==> src/rtl/sincronizador_pkg.sv <==
// Shared types for the multi-channel input conditioner: edge FSM encoding and
// the global edge-select mode codes.
package sincronizador_pkg;

  typedef enum logic [1:0] {
    S_LOW  = 2'b00,
    S_RISE = 2'b01,
    S_HIGH = 2'b11,
    S_FALL = 2'b10
  } state_e;

  localparam logic [1:0] MODE_RISE  = 2'b00;
  localparam logic [1:0] MODE_FALL  = 2'b01;
  localparam logic [1:0] MODE_BOTH  = 2'b10;
  localparam logic [1:0] MODE_LEVEL = 2'b11;

endpackage

==> src/rtl/sincronizador_canal.sv <==
// One input channel: two-flop synchroniser, optional debounce filter
// (SINCRONIZADOR_DEBOUNCE_EN) and a 4-state edge FSM with mode-driven decode.
module sincronizador_canal
  import sincronizador_pkg::*;
#(
  parameter int DEBOUNCE_CYCLES = 4
) (
  input  logic       clk,
  input  logic       clr,
  input  logic       in_raw,
  input  logic [1:0] mode,
  output logic       out,
  output logic       level
);

  if (DEBOUNCE_CYCLES < 1) begin : g_bad_debounce
    $error("DEBOUNCE_CYCLES must be at least 1");
  end

  logic   s1_q, s1_d;
  logic   s2_q, s2_d;
  state_e state_q, state_d;

  // Synchroniser stage
  always_comb begin
    s1_d = in_raw;
    s2_d = s1_q;
  end

  always_ff @(posedge clk) begin
    if (clr) begin
      s1_q <= 1'b0;
      s2_q <= 1'b0;
    end else begin
      s1_q <= s1_d;
      s2_q <= s2_d;
    end
  end

`ifdef SINCRONIZADOR_DEBOUNCE_EN
  localparam int CNT_W = $clog2(DEBOUNCE_CYCLES + 1);
  localparam logic [CNT_W-1:0] CNT_LAST = CNT_W'(DEBOUNCE_CYCLES - 1);

  logic [CNT_W-1:0] cnt_q, cnt_d;
  logic             level_q, level_d;

  // Debounce stage: any return of s2 to the held level restarts the count
  always_comb begin
    cnt_d   = cnt_q;
    level_d = level_q;
    if (s2_q == level_q) begin
      cnt_d = '0;
    end else if (cnt_q == CNT_LAST) begin
      level_d = s2_q;
      cnt_d   = '0;
    end else begin
      cnt_d = cnt_q + 1'b1;
    end
  end

  always_ff @(posedge clk) begin
    if (clr) begin
      cnt_q   <= '0;
      level_q <= 1'b0;
    end else begin
      cnt_q   <= cnt_d;
      level_q <= level_d;
    end
  end

  assign level = level_q;
`else
  assign level = s2_q;
`endif

  // Edge FSM stage
  always_ff @(posedge clk) begin
    if (clr) begin
      state_q <= S_LOW;
    end else begin
      state_q <= state_d;
    end
  end

  always_comb begin
    state_d = state_q;
    case (state_q)
      S_LOW:   state_d = level ? S_RISE : S_LOW;
      S_RISE:  state_d = level ? S_HIGH : S_FALL;
      S_HIGH:  state_d = level ? S_HIGH : S_FALL;
      S_FALL:  state_d = level ? S_RISE : S_LOW;
      default: state_d = S_LOW;
    endcase
  end

  // Mode acts on the decode only, so switching it never disturbs the FSM
  always_comb begin
    out = 1'b0;
    case (mode)
      MODE_RISE:  out = (state_q == S_RISE);
      MODE_FALL:  out = (state_q == S_FALL);
      MODE_BOTH:  out = (state_q == S_RISE) || (state_q == S_FALL);
      MODE_LEVEL: out = level;
      default:    out = 1'b0;
    endcase
  end

endmodule

==> src/rtl/sincronizador_multicanal.sv <==
// Multi-channel input conditioner: CHANNELS independent sincronizador_canal
// instances sharing clock, reset and mode. Debounce via SINCRONIZADOR_DEBOUNCE_EN.
module sincronizador_multicanal
  import sincronizador_pkg::*;
#(
  parameter int CHANNELS        = 4,
  parameter int DEBOUNCE_CYCLES = 4
) (
  input  logic                clk,
  input  logic                clr,
  input  logic [CHANNELS-1:0] in,
  input  logic [1:0]          mode,
  output logic [CHANNELS-1:0] out,
  output logic [CHANNELS-1:0] level
);

  for (genvar i = 0; i < CHANNELS; i++) begin : g_canal
    sincronizador_canal #(
      .DEBOUNCE_CYCLES(DEBOUNCE_CYCLES)
    ) u_canal (
      .clk    (clk),
      .clr    (clr),
      .in_raw (in[i]),
      .mode   (mode),
      .out    (out[i]),
      .level  (level[i])
    );
  end

endmodule

==> config.mk <==
export PLATFORM = sky130hd
export DESIGN_NAME = sincronizador_multicanal
export DESIGN_NICKNAME = d
export VERILOG_FILES = /design/src/rtl/sincronizador_pkg.sv /design/src/rtl/sincronizador_canal.sv /design/src/rtl/sincronizador_multicanal.sv
export SDC_FILE = /design/constraint.sdc
export NUM_CORES = 1
export LEC_CHECK = 0
export ABC_AREA = 1
export ABC_CLOCK_PERIOD_IN_PS = 1100
export CORE_MARGIN = 2
export CORE_UTILIZATION = 44
export DETAILED_ROUTE_END_ITERATION = 8
export PLACE_DENSITY_LB_ADDON = 0.1
export SETUP_SLACK_MARGIN = 0.5
export SKIP_CTS_REPAIR_TIMING = 1
export SYNTH_ARGS = -nofsm -noshare
export SYNTH_HDL_FRONTEND = slang
export SYNTH_SLANG_ARGS = --single-unit
==> constraint.sdc <==
create_clock -name clk -period 1.1 [get_ports clk]
set_clock_uncertainty 0.05 [all_clocks]
set_input_delay 0.165 -clock clk [delete_from_list [all_inputs] [get_ports clk]]
set_output_delay 0.165 -clock clk [all_outputs]
set_load 0.01 [all_outputs]
Fig. 1: pin placement
Scale: 8 px per um. Pins as bars across the die edge, other pins in grey.
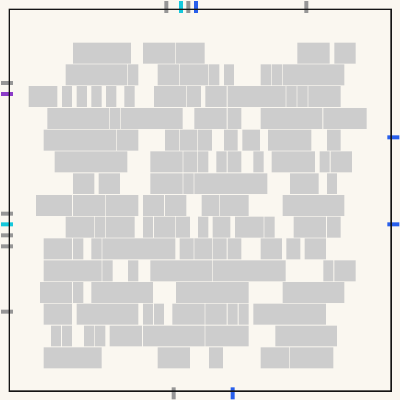
| colour | port | pins | direction | edge |
|---|---|---|---|---|
| blue | out | 4 | output | 2 east, 1 north, 1 south |
| purple | clk | 1 | input | west |
| cyan | mode | 2 | input | 1 north, 1 west |
Die H: 47.55 um
Port Buffers: 15
die width: 47.55 um

==> changes_impl.md <==
### Metrics

* Area leader, netlist: dfxtp_1
* Post-placement cell count at around 150
* CTS buffer count at 3
* # setup viols final at 4
* First-pass DRT Iterations at 4
* Failing checks: setup timing
* Final worst slack at -0.3411 ns
* YS warnings at 0
* Xor/xnor share at 0%
* Non-clock buffering overhead at between 20% and 30%
* Clock share of power at a little over a quarter
* Final Critical Period at about 1.4 ns
* Critical R2R Launch: g_canal[3].u_canal.state_q[1]
* Total power at between 0.001 and 0.0015 W
* Max_cap viols at 0
* Slack of the worst reg-to-reg path at 0.22 ns
* Initial Util at a little under half
* CP required at a little under 0.9 ns
* Hold Path Class: in2reg
* Met2 Track Usage GR at a little over a fifth
* Routed WL at between 1.5 and 2 mm
* Placed cell area at 1079 um^2
* Initial antenna violation count at 0
* FFs & Latches at 16
* Yosys chip area at roughly 830 um^2
* Outcome: finished with violations
* Later-pin clock latency in the skew report at around 0.27 ns
* Tap cell count at 25
* Met3 Usage GRT at 2.264%
* Crit Path Category: reg2out
* Clock-pin slew on the worst setup and hold paths at about 0.09 ns
* Hold Path Depth at 3
* Max Slew Vio Count at 0
* Arrival time at the worst endpoint at between 1 and 1.5 ns
Fig. 2: cell density map
Scale: 8 px per um. The die is cut into 10 by 10 equal tiles; black is low, pale yellow is high, 0 to 100% covered.
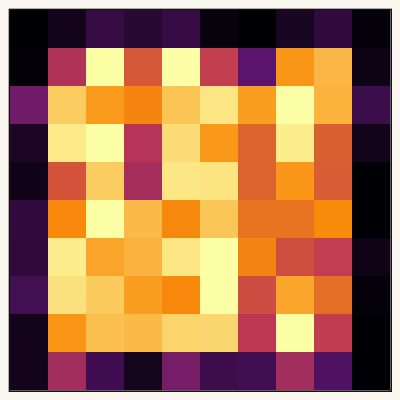
tiles over 75% full: 39%
fullest tile: 100%
nearly empty tiles: 10%
mean over tiles: 54%
densest ninth of the die: centre
Final Core Density: 70.71%
CORE AREA: 1764 um^2

-- layer usage --
metal / share of wire [%] / vias to the layer above / routed length, um
met5: 0 / - / 0
met4: 0.64 / 0 / 10
met3: 3.6 / 2 / 56
met2: 53 / 11 / 828
met1: 42 / 297 / 658
li1: - / 348 / -
-- synthesized netlist by cell type --
library cell / instances
inv_1: 20
nand4_1: 4
buf_6: 4
nor2_1: 12
dfxtp_1: 16
inv_2: 2
nand2_1: 4
buf_4: 8
nor2_4: 1
nor3_1: 4
ha_1: 12
nand3_1: 12
-- worst register-to-register path: stages, from the launching register on --
cell and delay (ns):
dfxtp_2 0.33, buf_4 0.12, ha_2 0.18, nor3_1 0.12
Power figures rest on the tool's default switching activity, not on a simulated workload.
